$ cat src/rtl/vec_pkg.sv
`default_nettype none
// ---------------------------------------------------------------------------
// vec_pkg : opcodes shared with decode, sequencer states, vector length
// Rev 1.0
// ---------------------------------------------------------------------------
package vec_pkg;
  localparam logic [3:0] OP_VADD = 4'b0000;
  localparam logic [3:0] OP_VLD  = 4'b0100;
  localparam logic [3:0] OP_VST  = 4'b0101;
  localparam logic [3:0] OP_SLL  = 4'b0110;
  localparam logic [3:0] OP_SLH  = 4'b0111;
  localparam logic [3:0] OP_NOP  = 4'b1111;

  localparam int ELEMS = 16;

  typedef enum logic [1:0] {
    ST_IDLE   = 2'd0,
    ST_EXEC1  = 2'd1,
    ST_VLOOP  = 2'd2,
    ST_VDRAIN = 2'd3
  } seq_state_e;
endpackage
`default_nettype wire

$ cat src/rtl/vec_exec_sequencer_elem_addr_gen.sv
`default_nettype none
// ---------------------------------------------------------------------------
// elem_addr_gen : element index counter and base+offset+idx address (wraps)
// Rev 1.0
// ---------------------------------------------------------------------------
module elem_addr_gen #(
  parameter int ADDR_W = 16
) (
  input  logic              clk,
  input  logic              rst_n,
  input  logic              load_i,
  input  logic              step_i,
  input  logic [ADDR_W-1:0] base_i,
  input  logic [5:0]        offset_i,
  output logic [3:0]        idx_o,
  output logic [ADDR_W-1:0] addr_o
);
  logic [ADDR_W-1:0] start_q;
  logic [3:0]        idx_q;

  // Base and signed offset are folded once at accept; only idx moves per element.
  always_ff @(posedge clk or negedge rst_n) begin
    if (!rst_n) begin
      start_q <= '0;
      idx_q   <= 4'd0;
    end else if (load_i) begin
      start_q <= base_i + {{(ADDR_W-6){offset_i[5]}}, offset_i};
      idx_q   <= 4'd0;
    end else if (step_i) begin
      idx_q   <= idx_q + 4'd1;
    end
  end

  assign idx_o  = idx_q;
  assign addr_o = start_q + {{(ADDR_W-4){1'b0}}, idx_q};
endmodule
`default_nettype wire

$ cat src/rtl/vec_exec_sequencer.sv
`default_nettype none
// ---------------------------------------------------------------------------
// vec_exec_sequencer : one-instruction-at-a-time executor for vector/scalar ops
// Rev 1.0
// ---------------------------------------------------------------------------
module vec_exec_sequencer
  import vec_pkg::*;
#(
  parameter int ADDR_W = 16,
  parameter int DATA_W = 16
) (
  input  logic              clk,
  input  logic              rst_n,
  input  logic              instr_valid,
  output logic              instr_ready,
  input  logic [3:0]        functype,
  input  logic [3:0]        cycle_count,
  input  logic [2:0]        dst_addr,
  input  logic [2:0]        addr1,
  input  logic [2:0]        addr2,
  input  logic [5:0]        offset,
  input  logic [7:0]        immediate,
  output logic [2:0]        s_rd_addr,
  input  logic [DATA_W-1:0] s_rd_data,
  output logic              s_wr_en,
  output logic [2:0]        s_wr_addr,
  output logic [DATA_W-1:0] s_wr_data,
  output logic              v_wr_en,
  output logic [2:0]        v_wr_addr,
  output logic [3:0]        v_wr_idx,
  output logic [DATA_W-1:0] v_wr_data,
  output logic [2:0]        v_rd_addr,
  output logic [3:0]        v_rd_idx,
  input  logic [DATA_W-1:0] v_rd_data,
  output logic              mem_re,
  output logic              mem_we,
  output logic [ADDR_W-1:0] mem_addr,
  output logic [DATA_W-1:0] mem_wdata,
  input  logic [DATA_W-1:0] mem_rdata,
  output logic              vadd_go,
  output logic [2:0]        vadd_dst,
  output logic [2:0]        vadd_src1,
  output logic [2:0]        vadd_src2,
  output logic              done
);
  localparam logic [3:0] LAST_IDX = 4'(ELEMS - 1);
  localparam logic [3:0] PENULT   = 4'(ELEMS - 2);

  seq_state_e  state_q;
  logic [2:0]  dst_q;
  logic        is_vld_q;
  logic [3:0]  w_idx;
  logic        w_accept;
  logic        w_vec;

  assign w_accept = instr_valid && instr_ready;
  assign w_vec    = ((functype == OP_VLD) || (functype == OP_VST)) && (cycle_count == 4'd0);

  elem_addr_gen #(.ADDR_W(ADDR_W)) u_agen (
    .clk      (clk),
    .rst_n    (rst_n),
    .load_i   (w_accept),
    .step_i   (state_q == ST_VLOOP),
    .base_i   (ADDR_W'(s_rd_data)),
    .offset_i (offset),
    .idx_o    (w_idx),
    .addr_o   (mem_addr)
  );

  assign s_rd_addr = addr1;
  assign v_rd_addr = dst_q;
  assign v_rd_idx  = w_idx;
  assign v_wr_addr = dst_q;
  assign mem_wdata = mem_we  ? v_rd_data : '0;
  assign v_wr_data = v_wr_en ? mem_rdata : '0;

  always_ff @(posedge clk or negedge rst_n) begin
    if (!rst_n) begin
      state_q     <= ST_IDLE;
      instr_ready <= 1'b1;
      dst_q       <= 3'd0;
      is_vld_q    <= 1'b0;
      done        <= 1'b0;
      s_wr_en     <= 1'b0;
      s_wr_addr   <= 3'd0;
      s_wr_data   <= '0;
      v_wr_en     <= 1'b0;
      v_wr_idx    <= 4'd0;
      mem_re      <= 1'b0;
      mem_we      <= 1'b0;
      vadd_go     <= 1'b0;
      vadd_dst    <= 3'd0;
      vadd_src1   <= 3'd0;
      vadd_src2   <= 3'd0;
    end else begin
      done    <= 1'b0;
      s_wr_en <= 1'b0;
      v_wr_en <= 1'b0;
      mem_re  <= 1'b0;
      mem_we  <= 1'b0;
      vadd_go <= 1'b0;
      case (state_q)
        ST_IDLE: begin
          if (w_accept) begin
            instr_ready <= 1'b0;
            dst_q       <= dst_addr;
            is_vld_q    <= (functype == OP_VLD);
            if (w_vec) begin
              state_q <= ST_VLOOP;
              mem_re  <= (functype == OP_VLD);
              mem_we  <= (functype == OP_VST);
            end else begin
              state_q <= ST_EXEC1;
              done    <= 1'b1;
              case (functype)
                OP_VADD: begin
                  vadd_go   <= 1'b1;
                  vadd_dst  <= dst_addr;
                  vadd_src1 <= addr1;
                  vadd_src2 <= addr2;
                end
                OP_SLL: begin
                  s_wr_en   <= 1'b1;
                  s_wr_addr <= dst_addr;
                  s_wr_data <= {s_rd_data[DATA_W-1:8], immediate};
                end
                OP_SLH: begin
                  s_wr_en   <= 1'b1;
                  s_wr_addr <= dst_addr;
                  s_wr_data <= {immediate, s_rd_data[7:0]};
                end
                default: ;
              endcase
            end
          end
        end
        ST_VLOOP: begin
          // Load data returns one cycle late, so write-back trails issue by one index.
          if (is_vld_q) begin
            v_wr_en  <= 1'b1;
            v_wr_idx <= w_idx;
          end
          if (w_idx == LAST_IDX) begin
            if (is_vld_q) begin
              state_q <= ST_VDRAIN;
              done    <= 1'b1;
            end else begin
              state_q     <= ST_IDLE;
              instr_ready <= 1'b1;
            end
          end else begin
            mem_re <= is_vld_q;
            mem_we <= ~is_vld_q;
            if (!is_vld_q && (w_idx == PENULT)) done <= 1'b1;
          end
        end
        default: begin
          state_q     <= ST_IDLE;
          instr_ready <= 1'b1;
        end
      endcase
    end
  end
endmodule
`default_nettype wire

$ cat config.mk
export PLATFORM = sky130hd
export DESIGN_NAME = vec_exec_sequencer
export DESIGN_NICKNAME = d
export VERILOG_FILES = /design/src/rtl/vec_pkg.sv /design/src/rtl/vec_exec_sequencer_elem_addr_gen.sv /design/src/rtl/vec_exec_sequencer.sv
export SDC_FILE = /design/constraint.sdc
export NUM_CORES = 1
export LEC_CHECK = 0
export CAP_MARGIN = 0
export CORE_ASPECT_RATIO = 1.5
export CORE_MARGIN = 2
export CORE_UTILIZATION = 42
export DETAILED_ROUTE_END_ITERATION = 16
export HOLD_SLACK_MARGIN = 0.12
export PLACE_DENSITY_LB_ADDON = 0.15
export SETUP_SLACK_MARGIN = 0.4
export SLEW_MARGIN = 20
export SYNTH_ARGS = -nofsm -noshare
export SYNTH_HDL_FRONTEND = slang
export SYNTH_SLANG_ARGS = --single-unit
$ cat constraint.sdc
create_clock -name clk -period 2.7 [get_ports clk]
set_input_delay 0.54 -clock clk [delete_from_list [all_inputs] [get_ports clk]]
set_output_delay 0.54 -clock clk [all_outputs]
set_load 0.01 [all_outputs]
### Register map, names as in the netlist, run 1

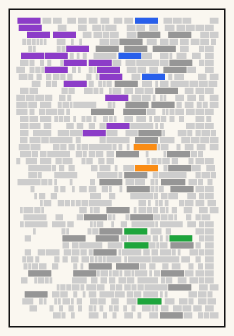
Key: state_q = orange [sequential cells 2]; s_wr_data = purple [sequential cells 16]; vadd_dst = blue [sequential cells 3]; u_agen.idx_o = green [sequential cells 4]
Layout Utilization: 73.6%
area occupied by registers: 1630 um^2

### The metal 3 layer, run 1

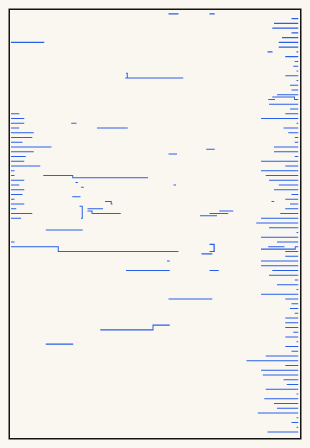
The layer carries 753 um of wire. The longest straight run is 34.3 um. The wires run mostly horizontal. The layer holds 5.7% of the routed length.
vias post-DR: 4024
final routed wirelength across all metal layers: 13300 um
met3 track demand over resource in global routing: 6.39%

==> notes.md, run 1 <==
Here are the numbers from the latest Yosys + OpenROAD run.

The number of buffers between clock root and the deepest sink came out at 2. The summed instance area of the synthesized netlist came out at 3930 um^2. The total congestion overflow came out at 0. The clock slew at the register clock pins of the worst setup and hold paths came out at 0.06 ns. Of all cell types, the one taking the most synthesized area is sky130_fd_sc_hd__dfrtp_1. The post-route setup TNS is -0.00495 ns. The share of the core filled by cells before placement came out at 42.7%. The total cells reported by yosys after synthesis is 424. The number of hold-slack violations in the final timing report is 0.

The worst min-delay path class is input pin to async pin. The via count of the first global-routing pass is 4060. The maximum clock skew at final layout is 0.00493 ns. The required time at the worst-slack endpoint came out at 2.16 ns. The number of inserted diodes is 0. The headroom to the max-slew limit came out at 61.8%. The commonest register cell after synthesis is sky130_fd_sc_hd__dfrtp_1. In the post-synthesis netlist, the biggest area contributors are sky130_fd_sc_hd__dfrtp_1, sky130_fd_sc_hd__ha_1, sky130_fd_sc_hd__nand2_1. The area added between synthesis and finish is 72.2%.

The final reports fail on setup timing. The areal power density over the cells came out at 530 nW/um^2. The clock latency on the worst-skew pair is 0.33 ns.

The final number of setup-violating endpoints is 1. The synthesis report gives the async set-or-reset register share as 100%. TritonCTS built the clock tree.

The minimum clock period is 2.70 ns. The tree is rooted in a sky130_fd_sc_hd__clkbuf_16. The congestion estimate from routability-driven global placement came to 0.914.

Each instance of the synthesized netlist takes up on average 9.27 um^2. The proportion of netlist area held by the largest area contributor came out at 40.7%. STA classifies the critical path startpoint as a register. The run finished, with violations left. The final worst setup slack came out at -0.00495 ns. Setup repair after global routing could not meet its margin everywhere. The post-synth area from yosys stat came out at 3930 um^2. The chip occupies 10200 um^2.

The maximum VDD drop came out at 0.358 mV. The number of DRC violations after detailed-routing iteration 0 is 195. The capturing element type of the critical path is an output port.

The number of H-tree branching levels is 3. The largest fanout on the critical path came out at 3. The synthesis stats list as the most numerous cell sky130_fd_sc_hd__dfrtp_1.

The number of fill cells in the layout is 685. Once layout is complete, the cells apart from fillers number 768. The layout net count came out at 756. The number of OpenROAD warnings came out at 30.
### Signal wires by layer, run 1

Two of the layers only.
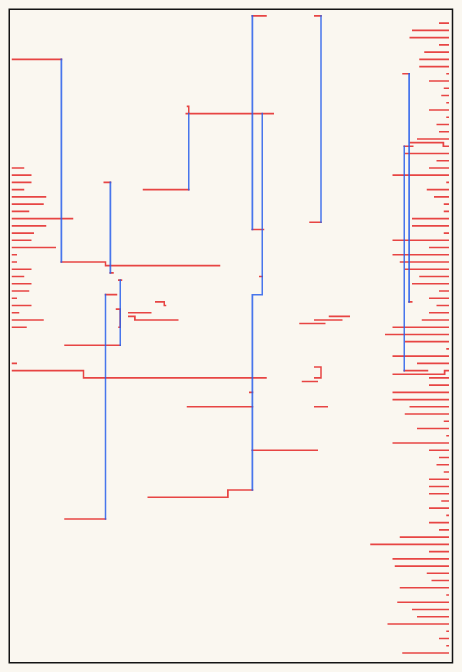
Key: metal 4 = blue [wire length 360 um]; metal 3 = red [wire length 753 um]
WL/cell: 17.3 um
Tot GR Track Use: 25.3%

### Pin placement, run 1

Pins as bars across the die edge, other pins in grey.
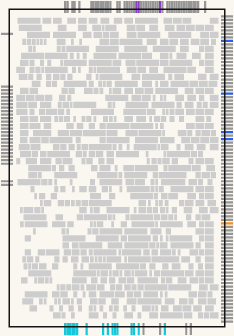
Key: v_wr_en = orange [pins 1, direction output, edge east]; addr2 = purple [pins 3, direction input, edge north]; cycle_count = blue [pins 4, direction input, edge east]; mem_addr = cyan [pins 16, direction output, edge south]
All pins by edge: 88 east, 48 north, 26 west, 20 south.
Buffers on Ports: 181
die width: 83.0 um
die y size: 122 um

[run 1: metrics by stage]
step	instance area [um^2]	total power [uW]	setup WS [ns]	util, %
CTS	6680	3600	-0.0395	72.6
finish	6770	3590	-0.00495	73.6
global placement	6140	2270	-0.112	66.8
detailed placement	6140	2290	-0.162	66.8
global route	6770	3760	-0.151	73.6
floorplan	3960	1660	0.319	-
[run 1: flip-flops by register name, indices dropped and copies added (netlist names), 3 cells and up]
signal and count:
s_wr_data 16, u_agen.start_q 16, u_agen.idx_o 4, v_wr_idx 4, s_wr_addr 3, v_rd_addr 3, vadd_dst 3, vadd_src1 3
vadd_src2 3
[run 1: path summary, 6_finish.rpt]
kind | startpoint | end | slack [ns] | depth (start not counted)
setup / recovery | u_agen.idx_o[0] | mem_addr[8] | -0.005 | 9
setup reg to reg | instr_ready | s_wr_addr[1] | 0.77 | 5
hold / removal | rst_n | v_rd_addr[1] | 0.22 | 2
max in group asynchronous | rst_n | instr_ready | 2.16 | 2
min in group clk | s_wr_data[2] | s_wr_data[2] | 0.48 | 2
hold reg to reg | s_wr_data[2] | s_wr_data[2] | 0.48 | 2
[run 1: per-layer routing]
metal  up-vias  track usage (%)  routed length, um  part of all wire, %
li1       1953                -                  -                    -
met1      1891             24.9               4730                   36
met2       156             49.9               7450                   56
met3        24             6.39                752                  5.7
met4         0             10.5                360                  2.7
met5         -                0                  0                    0
[run 1: final cells by class]
cell class / instances / area, um^2 / share of cell area [%]
clock buffers: 10 / 239 / 3.53
clock inverters: 6 / 88.8 / 1.31
inverters: 15 / 56.3 / 0.831
multi-input cells: 324 / 2410 / 35.6
flip-flops and latches: 65 / 1630 / 24.1
well taps: 112 / 140 / 2.07
repair buffers: 236 / 2210 / 32.6
[run 1: cell families after synthesis]
| logic type | Yosys count | synth area share (%) |
|---|---|---|
| buffers and inverters | 35 | 3.91 |
| adders and majority gates | 23 | 7.70 |
| muxes | 14 | 4.01 |
| and+or+nand+nor | 154 | 20.2 |
| DFF | 65 | 41.4 |
| xor gates and xnor gates | 28 | 6.24 |
| AOI/OAI and AO/OA | 105 | 16.6 |
[run 1: where the power goes]
| group | leakage [uW] | internal [uW] | total (uW) | switching (uW) |
|---|---|---|---|---|
| Combinational | 0.00204 | 618 | 1120 | 500 |
| Clock | 0.000155 | 834 | 1270 | 435 |
| Sequential | 0.000864 | 1090 | 1200 | 114 |
[run 1: worst max-delay path: stages, from the launching register on]
cell and delay [ns]:
sky130_fd_sc_hd__dfrtp_2 0.38, sky130_fd_sc_hd__ha_4 0.14, sky130_fd_sc_hd__inv_2 0.03, sky130_fd_sc_hd__fa_2 0.32
sky130_fd_sc_hd__nor2b_1 0.12, sky130_fd_sc_hd__o21a_1 0.18, sky130_fd_sc_hd__nor2_2 0.07, sky130_fd_sc_hd__nor4bb_2 0.29
sky130_fd_sc_hd__xor2_1 0.17, sky130_fd_sc_hd__buf_2 0.14
[run 1: what timing repair did]
action	4_1_cts	5_1_grt
resized	88	25
setup buffers	11	3
setup endpoints to repair	23	29
pin swaps	21	16
### Track usage over the die, run 1

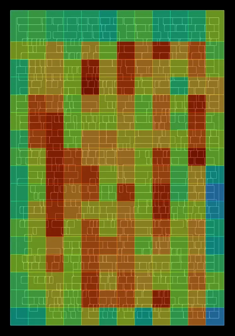

## Run 2: what changed since run 1
--- a/config.mk
+++ b/config.mk
@@ -6,14 +6,16 @@
 export NUM_CORES = 1
 export LEC_CHECK = 0
 export CAP_MARGIN = 0
-export CORE_ASPECT_RATIO = 1.5
+export CORE_ASPECT_RATIO = 2
 export CORE_MARGIN = 2
-export CORE_UTILIZATION = 42
+export CORE_UTILIZATION = 43
 export DETAILED_ROUTE_END_ITERATION = 16
+export GPL_ROUTABILITY_DRIVEN = 0
 export HOLD_SLACK_MARGIN = 0.12
 export PLACE_DENSITY_LB_ADDON = 0.15
 export SETUP_SLACK_MARGIN = 0.4
 export SLEW_MARGIN = 20
 export SYNTH_ARGS = -nofsm -noshare
 export SYNTH_HDL_FRONTEND = slang
+export SYNTH_HIERARCHICAL = 1
 export SYNTH_SLANG_ARGS = --single-unit
### Track usage over the die, run 2

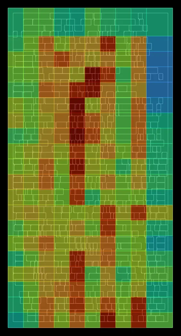
Layout Utilization: 70.7%
met2 routing resource usage after global routing: 42.7%
WL/cell: 16.5 um

### Pin placement, run 2

Pins as bars across the die edge, other pins in grey.
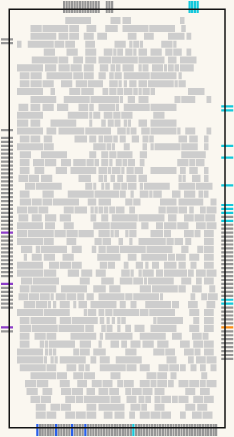
Key: v_wr_en = orange [pins 1, direction output, edge east]; cycle_count = blue [pins 4, direction input, edge south]; addr2 = purple [pins 3, direction input, edge west]; mem_addr = cyan [pins 16, direction output, edge 11 east, 4 north, 1 south]
die y size: 144 um
die width: 73.9 um

==> run 2 against run 1 <==
  * The flow now finishes without violations
  * Clock skew rose by 0.0050 ns
  * Critical endpoint is now mem_addr[13]
  * Final cell count fell by 2.3%
  * First-iteration DRC count fell by 36%
  * Die area rose by 4.4%
  * Area after synthesis rose by 6.7%
  * Non-clock buffer count fell by 17
  * Combinational power rose by 110%
==> notes.md, run 2 <==
Here are the numbers from the latest Yosys + OpenROAD run.

The run finished with clean final reports. The minimum clock period is 2.67 ns (-0.0342 ns). The summed instance area of the synthesized netlist is 4200 um^2 (+6.7%). The launching point of the worst reg2reg path is instr_ready. TritonCTS built the clock tree. The chip footprint came to 10600 um^2 (+4.4%). The required time at the worst-slack endpoint came to 2.16 ns (about the same). The via count of the first global-routing pass is 4000 (-1.5%). The area added between synthesis and finish came out at 62.3%. Looking at the critical path, the single cell with the biggest stage delay is sky130_fd_sc_hd__dfrtp_1. The critical path's largest stage delay is 0.39 ns (about the same).

The cell sitting at the root of the clock tree is a sky130_fd_sc_hd__clkbuf_16. The number of H-tree branching levels is 3 (unchanged). The depth of the worst register-to-register path is 5 (unchanged). The total congestion overflow is 0 (unchanged). The largest fanout on the critical path was 6 (+3). Sorting the synthesized cells by area gives the leading types as sky130_fd_sc_hd__dfrtp_1, sky130_fd_sc_hd__mux2_2, sky130_fd_sc_hd__ha_1. The number of DRC violations after detailed-routing iteration 0 was 124 (-36%).

The layout net count came out at 717 (-5.2%). The most critical min-delay path falls under input pin to async pin. The post-route setup TNS is 0 ns (+0.00495 ns). The post-route non-filler standard cell count came out at 750 (-2.3%). The post-detailed-routing wire length is 12400 um (-7.1%). The share of the core filled by cells before placement came out at 43.6% (+0.82 points). The maximum VDD drop came to 0.654 mV (+83%). STA classifies the critical path startpoint as a register.
### Register map, names as in the netlist, run 2

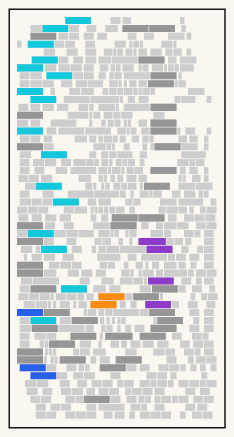
Key: state_q = orange [sequential cells 2]; u_agen/idx_o = purple [sequential cells 4]; s_wr_data = cyan [sequential cells 16]; vadd_dst = blue [sequential cells 3]
Another 40 sequential cells are not coloured.
area occupied by registers: 1630 um^2
fraction of standard cell area that is sequential: 23.9%

==> run 2: logic make-up (layout without fill, tap and decap cells) <==
logic type | after synthesis | after routing | synth area share (%)
adder cells (fa/ha/maj) | 22 | 22 | 6.92
AND-OR/OR-AND | 64 | 64 | 12.2
flip-flops | 65 | 65 | 38.8
buffers and inverters | 36 | 249 | 3.88
XOR/XNOR | 22 | 22 | 4.59
AND/OR/NAND/NOR | 139 | 139 | 18.4
multiplexers | 57 | 57 | 15.2
==> run 2: critical path: cells and delay by family, from the launching register on <==
kind            cells  cell delay, ns
simple gates        1            0.22
buf+inv             3            0.40
fa+ha+maj           1            0.28
compound gates      3            0.34
xor+xnor            1            0.17
flops               1            0.39
==> run 2: timing repair <==
| item | in CTS | in global routing |
|---|---|---|
| setup buffers | 5 | 3 |
| gates resized | 77 | 26 |
| pin swaps | 18 | 16 |
| cloned | 0 | 1 |
| setup endpoints to repair | 21 | 23 |
==> run 2: worst max-delay path by stage <==
| stage | startpoint | endpoint | slack (ns) | cells after the start |
|---|---|---|---|---|
| global placement | u_agen/idx_o[0] | mem_addr[8] | -0.06 | 8 |
| global route | u_agen/start_q[1] | mem_addr[13] | -0.06 | 9 |
| finish | u_agen/start_q[1] | mem_addr[13] | 0.03 | 9 |
| floorplan | u_agen/idx_o[0] | mem_addr[8] | 0.34 | 7 |
| detailed placement | u_agen/idx_o[0] | mem_addr[8] | -0.07 | 8 |
| CTS | u_agen/start_q[0] | mem_addr[8] | -0.05 | 8 |
==> run 2: final cells by class <==
cell class	count	area share [%]
multi-input cells	304	38.7
repair buffers	219	30.2
flip-flops and latches	65	23.9
clock buffers	9	3.31
well taps	132	2.43
inverters	14	0.772
clock inverters	7	0.680
==> run 2: report_power, final <==
group	switching, uW	internal (uW)
sequential	263	1300
clock	418	619
combinational	1020	1320
==> run 2: routing by layer <==
layer	GRT usage (%)	share of wire, %
met1	23.8	35
met2	42.7	56
met3	5.40	5.6
met4	10.9	3.0
met5	0	0
==> run 2: stage by stage <==
stage	total power (uW)	worst slack [ns]
6_report	4940	0.0292
5_1_grt	5250	-0.0646
4_1_cts	4910	-0.0468
3_5_place_dp	3890	-0.0658
3_3_place_gp	3830	-0.0645
2_1_floorplan	2640	0.343
Power and IR drop assume default switching activity.
